`config.mk`:
```
export PLATFORM = sky130hd
export DESIGN_NAME = alu_result_serializer
export DESIGN_NICKNAME = d
export VERILOG_FILES = /design/src/rtl/alu_result_serializer.sv
export SDC_FILE = /design/constraint.sdc
export NUM_CORES = 1
export LEC_CHECK = 0
export CORE_UTILIZATION = 49
export DETAILED_ROUTE_END_ITERATION = 6
export GPL_TIMING_DRIVEN = 0
export PLACE_DENSITY = 0.8
export SYNTH_ARGS = -nofsm -noshare
export SYNTH_HDL_FRONTEND = slang
export SYNTH_SLANG_ARGS = --single-unit
```
`constraint.sdc`:
```
create_clock -name clk -period 4 [get_ports clk]
set_input_delay 0.4 -clock clk [delete_from_list [all_inputs] [get_ports clk]]
set_output_delay 0.4 -clock clk [all_outputs]
set_load 0.05 [all_outputs]
```
`src/rtl/alu_result_serializer.sv`:
```
// Captures six parallel ALU results in one handshake and replays the ones selected
// by a mask as a tagged valid/ready stream, lowest tag first, one result per beat.
module alu_result_serializer #(
    parameter int DATA_WIDTH = 16
) (
    input  logic                  clk,
    input  logic                  reset,
    input  logic                  in_valid,
    output logic                  in_ready,
    input  logic [5:0]            sel_mask,
    input  logic [DATA_WIDTH-1:0] a_plus_b,
    input  logic [DATA_WIDTH-1:0] a_minus_b,
    input  logic [DATA_WIDTH-1:0] not_a,
    input  logic [DATA_WIDTH-1:0] a_and_b,
    input  logic [DATA_WIDTH-1:0] a_or_b,
    input  logic [DATA_WIDTH-1:0] a_xor_b,
    output logic                  out_valid,
    input  logic                  out_ready,
    output logic [DATA_WIDTH-1:0] out_data,
    output logic [2:0]            out_tag,
    output logic                  out_last,
    output logic [15:0]           txn_count
);

    typedef enum logic {IDLE, SEND} state_t;

    state_t                state_p0, state_nxt;
    logic [DATA_WIDTH-1:0] res_p0 [6];
    logic [5:0]            mask_p0;
    logic [15:0]           txn_p0;
    logic [2:0]            idx;
    logic                  no_more;
    logic                  beat_acc;
    logic                  capture;

    function automatic logic [2:0] lowest_idx(input logic [5:0] m);
        logic [2:0] r;
        r = 3'd0;
        for (int i = 5; i >= 0; i--) begin
            if (m[i]) r = 3'(i);
        end
        return r;
    endfunction

    function automatic logic [5:0] clear_lowest(input logic [5:0] m);
        return m & (m - 6'd1);
    endfunction

    always_comb begin
        idx       = lowest_idx(mask_p0);
        no_more   = (clear_lowest(mask_p0) == 6'd0);
        out_valid = (state_p0 == SEND);
        out_tag   = out_valid ? idx : 3'd0;
        out_last  = out_valid && no_more;
        out_data  = '0;
        if (out_valid) begin
            case (idx)
                3'd0:    out_data = res_p0[0];
                3'd1:    out_data = res_p0[1];
                3'd2:    out_data = res_p0[2];
                3'd3:    out_data = res_p0[3];
                3'd4:    out_data = res_p0[4];
                3'd5:    out_data = res_p0[5];
                default: out_data = '0;
            endcase
        end
        beat_acc  = out_valid && out_ready;
        // A new set may be taken in the same cycle the final beat leaves.
        in_ready  = (state_p0 == IDLE) || (beat_acc && out_last);
        capture   = in_valid && in_ready;
        txn_count = txn_p0;
    end

    always_comb begin
        state_nxt = state_p0;
        if (capture) begin
            state_nxt = (sel_mask != 6'd0) ? SEND : IDLE;
        end else if (beat_acc && out_last) begin
            state_nxt = IDLE;
        end
    end

    always_ff @(posedge clk) begin
        if (reset) state_p0 <= IDLE;
        else       state_p0 <= state_nxt;
    end

    // Capture / pending-mask / transaction-counter stage
    always_ff @(posedge clk) begin
        if (reset) begin
            for (int i = 0; i < 6; i++) res_p0[i] <= '0;
            mask_p0 <= 6'd0;
            txn_p0  <= 16'd0;
        end else begin
            if (beat_acc) begin
                mask_p0 <= clear_lowest(mask_p0);
                if (out_last) txn_p0 <= txn_p0 + 16'd1;
            end
            if (capture) begin
                res_p0[0] <= a_plus_b;
                res_p0[1] <= a_minus_b;
                res_p0[2] <= not_a;
                res_p0[3] <= a_and_b;
                res_p0[4] <= a_or_b;
                res_p0[5] <= a_xor_b;
                mask_p0   <= sel_mask;
            end
        end
    end

endmodule
```
Fig. 1: run 1, supply network
(3 px per um) Pins as bars on the die edge.
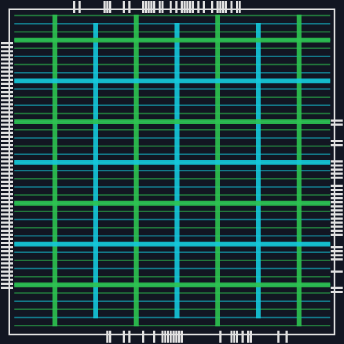
VSS -> green
VDD -> cyan
met4 straps = 7
rows = 38
met5 straps = 7
met1 rails = 39
Peak VDD IR: 0.248 mV
core footprint: 10900 sq um
width of the die: 108 um
die height: 108 um

Fig. 2: run 1, cells coloured by class
(2 px per um) Fill, decap, tap and diode cells in grey.
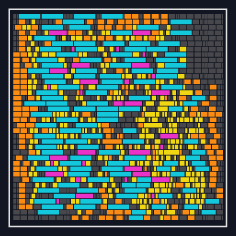
clock drivers and dummy loads -> magenta  # cells 32, share of their area 6.8%
other buffers and delay cells -> orange  # cells 175, share of their area 22%
combinational and other logic -> yellow  # cells 311, share of their area 26%
flops -> cyan  # cells 119, share of their area 45%
Final Instance Area: 7680 sq um
Post-Route Utilization: 70.5%
sequential cell area share: 43.5%
cell row count: 38

==> run_results.csv, run 1 <==
group,metric,value,unit
clock_network,root_buffer,"clkbuf_8",
critical_path,startpoint,"mask_p0[4]$_SDFFE_PP0P_",
drt,post_drt_via_cell_ratio,5.68,
timing,tns,0,ps
clock_network,clk_pin_slew_worst_paths,50,ps
clock_network,clockBufferDepth,2,
yosys,flop_cell,"edfxtp_1",
clock_network,htreeDepth,4,
clock_network,cts_hold_buf,0,
yosys,yosys-stat-area,5500,sq um
drt,vias,4417,
critical_path,reg2reg_slack,1250,ps
drt,ant_nets,0,
layout,n_antenna_cell,0,
yosys,yosysWarnings,0,
yosys,top_area_cell,"edfxtp_1",
clock_network,numCtsBuffers,17,
power_and_ir_drop,power,3260,uW
hold_path,min-delay-start,"reset",
layout,nets,731,
clock_network,cts.sinks,119,
global_route,met3_usage,5.73,%
floorplan,ios,144,
layout,buf_share,21.8,%
global_route,busiest_layer,"met2",
drt,drtPass1Iterations,6,
critical_path,worst-path-max-fanout,10,
hold_path,min_to,"txn_count[8]$_SDFFE_PP0P_",
timing,hold_viol,0,
yosys,ys_ff,119,
layout,fill_cells,806,
yosys,fp_nets,569,
run_status,status,"finished clean",
layout,logic_area,1950,sq um
yosys,synthArstFlopShare,0,%
layout,flop_area,3340,sq um
global_route,grt_max_degree,54,
drt,first_iter_violations,356,
yosys,synth_cell_types,50,
clock_network,cts_tree,"yes",
floorplan,taps,140,
yosys,synth_top_area_share,52.4,%
yosys,ys_cells,462,
hold_path,hp-class,"input pin to flop",
layout,drive_gt1_share,10.0,%
layout,largest_class,"flip-flops and latches",
timing,relSlewSlack,56.6,%
yosys,edf_count,96,
floorplan,chip_area,11700,sq um
layout,clk_share,6.66,%
layout,sh_comb_area,25.4,%
timing,finalSetupViolations,0,
critical_path,worstReg2RegEnd,"res_p0[5][9]$_SDFFCE_PN0P_",
critical_path,worstPathArrival,3270,ps
global_route,antenna_found_initial,0,
clock_network,postCtsSetupRepairBufs,0,
placement,gp_congestion,0.860,
global_route,grt-ovfl-total,0,
critical_path,cp.required,3600,ps
global_route,met2_usage,42.4,%
drt,drc,0,
critical_path,crit_type,"flop to primary output",
Fig. 3: run 1, clock distribution
(6 px per um)
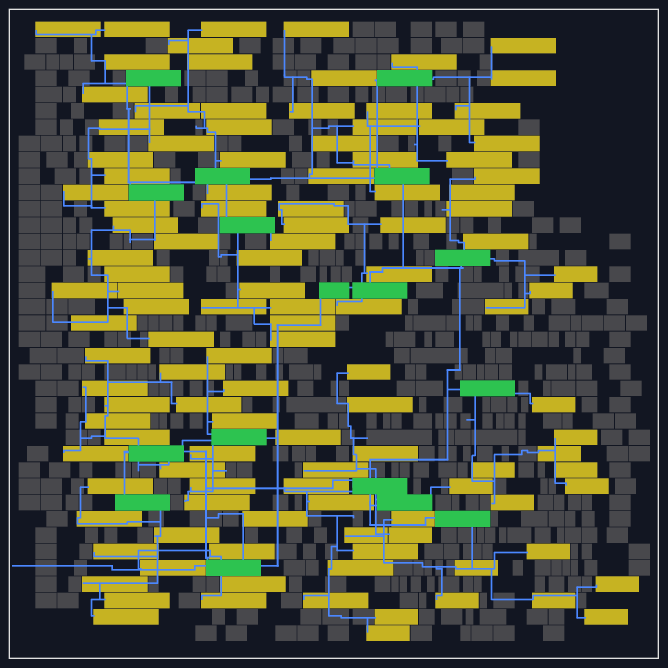
flip-flops -> yellow  # count 119
clock wires -> blue  # length 1420 um
clock drivers -> green  # count 17
flops lie = spread over the die
clock network power: 1320 uW
Final Skew: 11.6 ps
Clock power frac: 40.4%
clk_lat worst skew: 520 ps

Fig. 4: run 1, metal layers overlaid
(3 px per um) Only two layers are drawn.
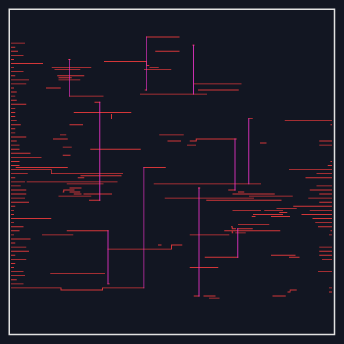
metal 3 -> red  # wire length 1110 um
metal 4 -> magenta  # wire length 221 um
DR WL/cell: 18.1 um
DRT Wirelength: 14100 um

-- run 1: through the flow --
step	area (sq um)	cells	worst slack [ps]	hold slack, ps
after floorplan	5500	462	783	510
after global placement	7100	744	110	464
after detailed placement	7130	745	442	494
after CTS	7650	777	17.7	359
after global routing	7680	777	207	439
final	7680	777	329	391
-- run 1: registers in the layout (all words and copies together) (netlist names) --
name and count:
out_valid 1, res_p0 96, mask_p0 6, txn_count 16
-- run 1: power breakdown --
| group | internal (uW) | switching [uW] |
|---|---|---|
| Combinational | 210 | 264 |
| Sequential | 1440 | 31.0 |
| Clock | 807 | 510 |
-- run 1: metal layers --
metal,wire length [um],part of all wire (%),vias to the layer above
met5,0,0,-
met4,221,1.6,0
met3,1110,7.9,21
met2,7090,50,251
met1,5660,40,2113
li1,-,-,2032
-- run 1: kinds of logic (layout without fill, tap and decap cells) --
group	after synthesis	count (layout)	share of synthesized area, %
adder cells (fa/ha/maj)	1	1	0.227
flip-flops	119	119	60.8
XOR/XNOR	7	7	1.11
AND-OR/OR-AND	104	104	13.5
AND/OR/NAND/NOR	192	192	20.2
buffers and inverters	38	213	3.98
multiplexers	1	1	0.182
-- run 1: worst max-delay path, cell delays in order (launching register included) --
cell,delay (ps)
dfxtp_1,310
buf_6,140
or2_2,330
nor4_4,310
or2_2,180
clkbuf_1,280
a21oi_1,180
a21oi_1,190
clkdlybuf4s50_1,840
-- run 1: how the worst max path moves through the flow --
stage,slack (ps),cells past startpoint,end
floorplan,780,4,res_p0[0][0]$_SDFFCE_PN0P_
global route,210,8,out_data[4]
global placement,110,5,res_p0[4][10]$_SDFFCE_PN0P_
finish,330,8,out_data[3]
detailed placement,440,8,out_data[5]
CTS,20,9,out_data[9]
==> run 1 -> run 2 <==
Settings changed: ABC_AREA set to 0, ABC_CLOCK_PERIOD_IN_PS set to 4000.
Fig. 5: run 2, supply network
(3 px per um) Pins as bars on the die edge.
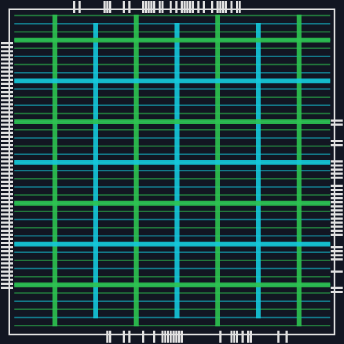
VDD -> cyan
VSS -> green
met1 rails = 39
met5 straps = 7
signal pins = 144
rows = 38

==> run_results.csv, run 2 <==
group,metric,value,unit
global_route,grt_max_degree,54,
timing,hold_ws,391,ps
drt,drtPass1Iterations,6,
drt,post_drt_via_cell_ratio,5.68,
power_and_ir_drop,max-vdd-ir-drop,0.248,mV
yosys,synthTopLogicFamily,"simple AND/OR/NAND/NOR gates",
drt,wl_per_cell,18.1,um
clock_network,root_buffer,"clkbuf_8",
layout,sh_comb_area,25.4,%
layout,clk_share,6.66,%
timing,hold_viol,0,
run_status,status,"finished clean",
floorplan,core-area,10900,sq um
drt,vias,4417,
layout,flop_area,3340,sq um
clock_network,clk_pin_slew_worst_paths,50,ps
yosys,ys_ff,119,
global_route,antenna_found_initial,0,
critical_path,crit_type,"flop to primary output",
placement,preCtsSetupSlack,442,ps
layout,design_area,7680,sq um
yosys,ys_sh_mux,0.182,%
floorplan,ios,144,
critical_path,worstReg2RegEnd,"res_p0[5][9]$_SDFFCE_PN0P_",
floorplan,die_w,108,um
yosys,synth_top_area_share,52.4,%
layout,fill_cells,806,
global_route,grt-ovfl-total,0,
layout,logic_area,1950,sq um
yosys,synth_cell_types,50,
yosys,synthXorXnorAreaFrac,1.11,%
timing,layout_setup_ws,329,ps
hold_path,min-delay-start,"reset",
layout,regMostFlops,"res_p0",
yosys,fp_nets,569,
layout,n_antenna_cell,0,
layout,final_cells,777,
placement,gp_congestion,0.860,
layout,largest_class,"flip-flops and latches",
timing,finalClockSkew,11.6,ps
clock_network,clockBufferDepth,2,
clock_network,cts.sinks,119,
yosys,ys_sh_adder,0.228,%
yosys,aoi_share,13.5,%
drt,ant_nets,0,
drt,wl,14100,um
drt,first_iter_violations,356,
hold_path,min_to,"txn_count[8]$_SDFFE_PP0P_",
clock_network,clock_latency,520,ps
placement,place_area,7130,sq um
yosys,synthArstFlopShare,0,%
timing,finalSetupViolations,0,
[run 2: cell counts in the layout (fill, tap and decap cells not counted)]
No cell type changed its count.
[run 2: layer usage]
layer / vias to the layer above / track usage [%] / part of all wire, %
li1: 2032 / - / -
met1: 2113 / 31.8 / 40
met2: 251 / 42.4 / 50
met3: 21 / 5.73 / 7.9
met4: 0 / 8.71 / 1.6
met5: - / 0 / 0
[run 2: kinds of logic after synthesis]
logic type                 count (synthesis)
and+or+nand+nor                          192
DFF                                      119
AOI/OAI and AO/OA                        104
buffers and inverters                     38
xor gates and xnor gates                   7
muxes                                      1
adders and majority gates                  1
[run 2: power breakdown]
| part | internal (uW) | switching, uW |
|---|---|---|
| clock network | 807 | 510 |
| logic | 210 | 264 |
| registers | 1440 | 31.0 |
[run 2: worst max path at each step]
stage	from	to	slack [ps]
global placement	out_ready	res_p0[4][10]$_SDFFCE_PN0P_	110
global route	mask_p0[4]$_SDFFE_PP0P_	out_data[4]	210
detailed placement	mask_p0[1]$_SDFFE_PP0P_	out_data[5]	440
finish	mask_p0[4]$_SDFFE_PP0P_	out_data[3]	330
CTS	mask_p0[4]$_SDFFE_PP0P_	out_data[9]	20
floorplan	out_valid$_SDFFE_PP0P_	res_p0[0][0]$_SDFFCE_PN0P_	780
[run 2: critical path: stages, from the launching register on]
cell and delay (ps):
dfxtp_1 310, buf_6 140, or2_2 330, nor4_4 310, or2_2 180, clkbuf_1 280, a21oi_1 180, a21oi_1 190
clkdlybuf4s50_1 840
[run 2: repair_timing]
item                       4_1_cts  5_1_grt
setup buffers                    0        0
resized                          3       15
setup endpoints to repair       10       10
hold buffers                     0        0
Power is estimated from default activity; no workload was simulated.
